**Metal layers overlaid**

Drawn at 3 px/µm.
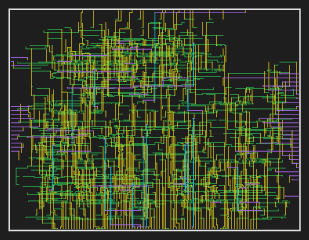
**Clock wires, drivers and flops**

Drawn at 4 px/µm.
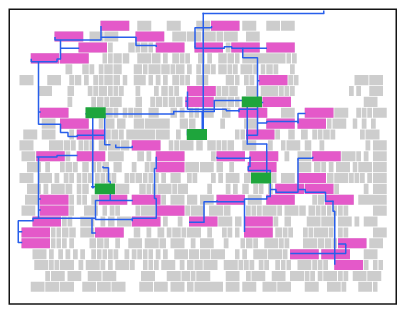
**Selected gate families**

Drawn at 3 px/µm.
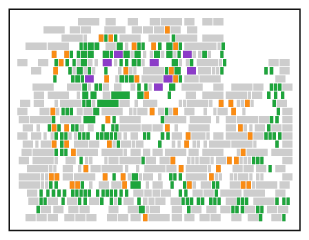
**Signal wires on met3**

Drawn at 4 px/µm.
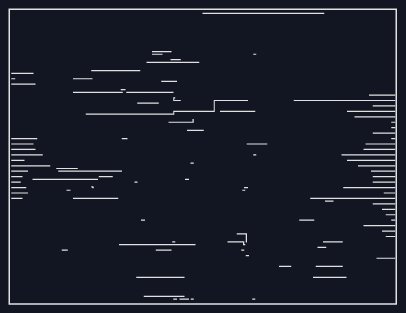
[src/rtl/reg_wb_if.sv]
// Writeback bus between two requesters and the register-file write arbiter.
// Define WB_FORWARD_EN to add the read-port forwarding signals.
interface reg_wb_if #(
  parameter int ADDR_W = 5,
  parameter int DATA_W = 32,
  parameter int CNT_W  = 16
);
  logic              a_valid, a_ready;
  logic [ADDR_W-1:0] a_addr;
  logic [DATA_W-1:0] a_data;
  logic              b_valid, b_ready;
  logic [ADDR_W-1:0] b_addr;
  logic [DATA_W-1:0] b_data;
  logic              wb_stall;
  logic              RegWrite;
  logic [ADDR_W-1:0] write_address;
  logic [DATA_W-1:0] write_data;
  logic [CNT_W-1:0]  wr_count;
`ifdef WB_FORWARD_EN
  logic [ADDR_W-1:0] rd_addr_1, rd_addr_2;
  logic              fwd_hit_1, fwd_hit_2;
  logic [DATA_W-1:0] fwd_data;

  modport master (
    output a_valid, a_addr, a_data, b_valid, b_addr, b_data, wb_stall, rd_addr_1, rd_addr_2,
    input  a_ready, b_ready, RegWrite, write_address, write_data, wr_count,
           fwd_hit_1, fwd_hit_2, fwd_data
  );
  modport slave (
    input  a_valid, a_addr, a_data, b_valid, b_addr, b_data, wb_stall, rd_addr_1, rd_addr_2,
    output a_ready, b_ready, RegWrite, write_address, write_data, wr_count,
           fwd_hit_1, fwd_hit_2, fwd_data
  );
`else
  modport master (
    output a_valid, a_addr, a_data, b_valid, b_addr, b_data, wb_stall,
    input  a_ready, b_ready, RegWrite, write_address, write_data, wr_count
  );
  modport slave (
    input  a_valid, a_addr, a_data, b_valid, b_addr, b_data, wb_stall,
    output a_ready, b_ready, RegWrite, write_address, write_data, wr_count
  );
`endif
endinterface

[src/rtl/reg_wb_arbiter.sv]
// Round-robin arbiter sharing the register-file write port between ALU (A) and load (B).
// Define WB_FORWARD_EN to add combinational bypass from the registered write stage.
module reg_wb_arbiter #(
  parameter int ADDR_W = 5,
  parameter int DATA_W = 32,
  parameter int CNT_W  = 16
) (
  input  logic   clk,
  input  logic   rst,
  reg_wb_if.slave bus
);
  typedef enum logic {PTR_A = 1'b0, PTR_B = 1'b1} ptr_e;

  ptr_e              ptr_q, ptr_d;
  logic              a_gnt, b_gnt;
  logic [ADDR_W-1:0] gnt_addr;
  logic [DATA_W-1:0] gnt_data;
  logic              we_q, we_d;
  logic [ADDR_W-1:0] addr_q, addr_d;
  logic [DATA_W-1:0] data_q, data_d;
  logic [CNT_W-1:0]  cnt_q, cnt_d;

  // Pointer always ends up naming the requester that did not win.
  always_comb begin
    a_gnt = 1'b0;
    b_gnt = 1'b0;
    ptr_d = ptr_q;
    if (!rst && !bus.wb_stall) begin
      if (bus.a_valid && bus.b_valid) begin
        a_gnt = (ptr_q == PTR_A);
        b_gnt = (ptr_q == PTR_B);
        ptr_d = (ptr_q == PTR_A) ? PTR_B : PTR_A;
      end else if (bus.a_valid) begin
        a_gnt = 1'b1;
        ptr_d = PTR_B;
      end else if (bus.b_valid) begin
        b_gnt = 1'b1;
        ptr_d = PTR_A;
      end
    end
  end

  // Register-0 grants complete the handshake but never reach the register file.
  always_comb begin
    gnt_addr = a_gnt ? bus.a_addr : bus.b_addr;
    gnt_data = a_gnt ? bus.a_data : bus.b_data;
    we_d     = (a_gnt || b_gnt) && (gnt_addr != '0);
    addr_d   = we_d ? gnt_addr : addr_q;
    data_d   = we_d ? gnt_data : data_q;
    cnt_d    = (we_d && (cnt_q != '1)) ? cnt_q + CNT_W'(1) : cnt_q;
  end

  always_ff @(posedge clk) begin
    if (rst) begin
      ptr_q  <= PTR_A;
      we_q   <= 1'b0;
      addr_q <= '0;
      data_q <= '0;
      cnt_q  <= '0;
    end else begin
      ptr_q  <= ptr_d;
      we_q   <= we_d;
      addr_q <= addr_d;
      data_q <= data_d;
      cnt_q  <= cnt_d;
    end
  end

  assign bus.a_ready       = a_gnt;
  assign bus.b_ready       = b_gnt;
  assign bus.RegWrite      = we_q;
  assign bus.write_address = addr_q;
  assign bus.write_data    = data_q;
  assign bus.wr_count      = cnt_q;

`ifdef WB_FORWARD_EN
  assign bus.fwd_hit_1 = we_q && (bus.rd_addr_1 == addr_q) && (addr_q != '0);
  assign bus.fwd_hit_2 = we_q && (bus.rd_addr_2 == addr_q) && (addr_q != '0);
  assign bus.fwd_data  = data_q;
`endif
endmodule
[src/flat_wrapper.sv]
// flat-port wrapper written by rule: the top's interface ports become plain ports
module reg_wb_arbiter_flat 
#(
  parameter int ADDR_W = 5,
  parameter int DATA_W = 32,
  parameter int CNT_W  = 16
)
  (clk, rst, bus_a_valid, bus_a_addr, bus_a_data, bus_b_valid, bus_b_addr, bus_b_data, bus_wb_stall, bus_a_ready, bus_b_ready, bus_RegWrite, bus_write_address, bus_write_data, bus_wr_count);
  reg_wb_if #(.ADDR_W(ADDR_W), .DATA_W(DATA_W), .CNT_W(CNT_W)) bus_i ();
  input  logic clk;
  input  logic rst;
  input wire logic [$bits(bus_i.a_valid)-1:0] bus_a_valid;
  input wire logic [$bits(bus_i.a_addr)-1:0] bus_a_addr;
  input wire logic [$bits(bus_i.a_data)-1:0] bus_a_data;
  input wire logic [$bits(bus_i.b_valid)-1:0] bus_b_valid;
  input wire logic [$bits(bus_i.b_addr)-1:0] bus_b_addr;
  input wire logic [$bits(bus_i.b_data)-1:0] bus_b_data;
  input wire logic [$bits(bus_i.wb_stall)-1:0] bus_wb_stall;
  output wire logic [$bits(bus_i.a_ready)-1:0] bus_a_ready;
  output wire logic [$bits(bus_i.b_ready)-1:0] bus_b_ready;
  output wire logic [$bits(bus_i.RegWrite)-1:0] bus_RegWrite;
  output wire logic [$bits(bus_i.write_address)-1:0] bus_write_address;
  output wire logic [$bits(bus_i.write_data)-1:0] bus_write_data;
  output wire logic [$bits(bus_i.wr_count)-1:0] bus_wr_count;
  assign bus_i.a_valid = bus_a_valid;
  assign bus_i.a_addr = bus_a_addr;
  assign bus_i.a_data = bus_a_data;
  assign bus_i.b_valid = bus_b_valid;
  assign bus_i.b_addr = bus_b_addr;
  assign bus_i.b_data = bus_b_data;
  assign bus_i.wb_stall = bus_wb_stall;
  assign bus_a_ready = bus_i.a_ready;
  assign bus_b_ready = bus_i.b_ready;
  assign bus_RegWrite = bus_i.RegWrite;
  assign bus_write_address = bus_i.write_address;
  assign bus_write_data = bus_i.write_data;
  assign bus_wr_count = bus_i.wr_count;
  reg_wb_arbiter #(.ADDR_W(ADDR_W), .DATA_W(DATA_W), .CNT_W(CNT_W)) u_core (.clk(clk), .rst(rst), .bus(bus_i));
endmodule
[config.mk]
export PLATFORM = sky130hd
export DESIGN_NAME = reg_wb_arbiter_flat
export DESIGN_NICKNAME = d
export VERILOG_FILES = /design/src/rtl/reg_wb_if.sv /design/src/rtl/reg_wb_arbiter.sv /design/src/flat_wrapper.sv
export SDC_FILE = /design/constraint.sdc
export NUM_CORES = 1
export LEC_CHECK = 0
export ABC_AREA = 1
export CORE_ASPECT_RATIO = 0.75
export CORE_MARGIN = 2
export CORE_UTILIZATION = 45
export CTS_CLUSTER_SIZE = 10
export DETAILED_ROUTE_END_ITERATION = 7
export PLACE_DENSITY = 0.87
export SYNTH_ARGS = -nofsm -noshare
export SYNTH_HDL_FRONTEND = slang
export SYNTH_SLANG_ARGS = --single-unit
[constraint.sdc]
create_clock -name clk -period 3.21 [get_ports clk]
set_input_delay 0.642 -clock clk [delete_from_list [all_inputs] [get_ports clk]]
set_output_delay 0.642 -clock clk [all_outputs]
set_load 0.05 [all_outputs]
==> flow_summary.yaml <==
# physical design summary
synth:
  yosys-stat-cells: 450
detailed_routing:
  dr.first_iter.drc_count: 181
  dr.pass1.iters: 4
  viasPerCell: 5.06
final_layout:
  seqCellArea_um2: 1100
  flops: 55
  layout-drive-gt1-share: 0.0521
  signal_buffers: 141
pwr:
  p_int_uw: 1150
  powerDensity_nw_per_um2: 382
  p_leak_uw: 0.00183
  p_total_uw: 1670
  seq_power_share: 0.443
worst_setup_path:
  cp-end-kind: "output port"
  critPathMaxStageDelay_ns: 0.43
  reg2reg_from: "u_core.ptr_q"
hold_path:
  holdPathStages: 2
final_timing:
  period_needed_ns: 2.74
  worst_pin_slew_ns: 0.844
  finalSetupTns_ns: 0
  whs_ns: 0.465
clocking:
  clock-root-buffer: "clkbuf_8"
  clk_latency_ns: 0.31
placement:
  pre_cts_ws_ns: 0.322
  placed_cells: 649
outcome:
  status: "completed"
flow_run:
  maxCapViolCount: 0
Notes on 'metal layers overlaid' above:
legend:
  green:
    layer: met1
    wire_length: 3640 µm
  purple:
    layer: met3
    wire_length: 578 µm
  cyan:
    layer: met4
    wire_length: 303 µm
  yellow:
    layer: met2
    wire_length: 4160 µm

Notes on 'clock wires, drivers and flops' above:
legend:
  green:
    item: cells driving clock nets
    count: 5
  blue:
    item: clock wires
    length: 600 µm
  magenta:
    item: flip-flops
    count: 55
flops lie: spread over the die
routed clock nets: 6

Notes on 'selected gate families' above:
legend:
  green:
    family: NAND gates
    cells: 194
    most_used: nand2_1
    where: spread over the die
  purple:
    family: XOR/XNOR gates
    cells: 8
    most_used: xor2_1
    where: top center
  orange:
    family: inverting AOI/OAI gates
    cells: 54
    most_used: o21ai_0
    where: spread over the die

Notes on 'signal wires on met3' above:
share of all routed wire: 6.7%
nets with wire on the layer: 79
main direction: horizontal

## cell usage after synthesis
master	n	area, µm²
nand2_1	160	601
nor2_1	83	312
dfxtp_1	55	1100
o21ai_0	36	180
inv_1	21	78.8
nand4_1	20	125
a21oi_1	18	90.1
clkbuf_1	9	33.8
nand3_1	9	45.0
xor2_1	6	52.6
buf_6	5	56.3
buf_4	4	30.0
nor2_2	4	25.0
buf_2	3	15.0
inv_2	3	11.3
nor3_1	3	15.0
buf_1	2	7.51
xnor2_1	2	17.5
ha_1	1	12.5
inv_4	1	6.26
nand2_2	1	6.26
nand2_4	1	11.3
nand2_8	1	20.0
nand3_2	1	10.0
nand3_4	1	17.5
## cell families after synthesis
| kind of cell | after synthesis | synth area share |
|---|---|---|
| and+or+nand+nor | 284 | 0.412 |
| DFF | 55 | 0.382 |
| AOI/OAI and AO/OA | 54 | 0.0938 |
| buffers and inverters | 48 | 0.0830 |
| xor gates and xnor gates | 8 | 0.0243 |
| adders and majority gates | 1 | 0.00434 |
## tightest hold or removal path, stage by stage (launching register included)
cell,delay [ns]
dfxtp_1,0.32
nand2_1,0.06
a21oi_1,0.05
## registers in the layout, indices dropped and copies added (netlist names)
register / cells
u_core.bus.RegWrite: 1
u_core.bus.wr_count: 16
u_core.bus.write_address: 5
u_core.bus.write_data: 32
u_core.ptr_q: 1
## routing by layer
metal | vias to the layer above | routed length, µm | part of all wire | global-route usage
li1 | 1676 | - | - | -
met1 | 1490 | 3640 | 0.42 | 0.297
met2 | 128 | 4160 | 0.48 | 0.434
met3 | 30 | 578 | 0.067 | 0.0523
met4 | 0 | 302 | 0.035 | 0.100
met5 | - | 0 | 0 | 0
Power is estimated from default activity; no workload was simulated.
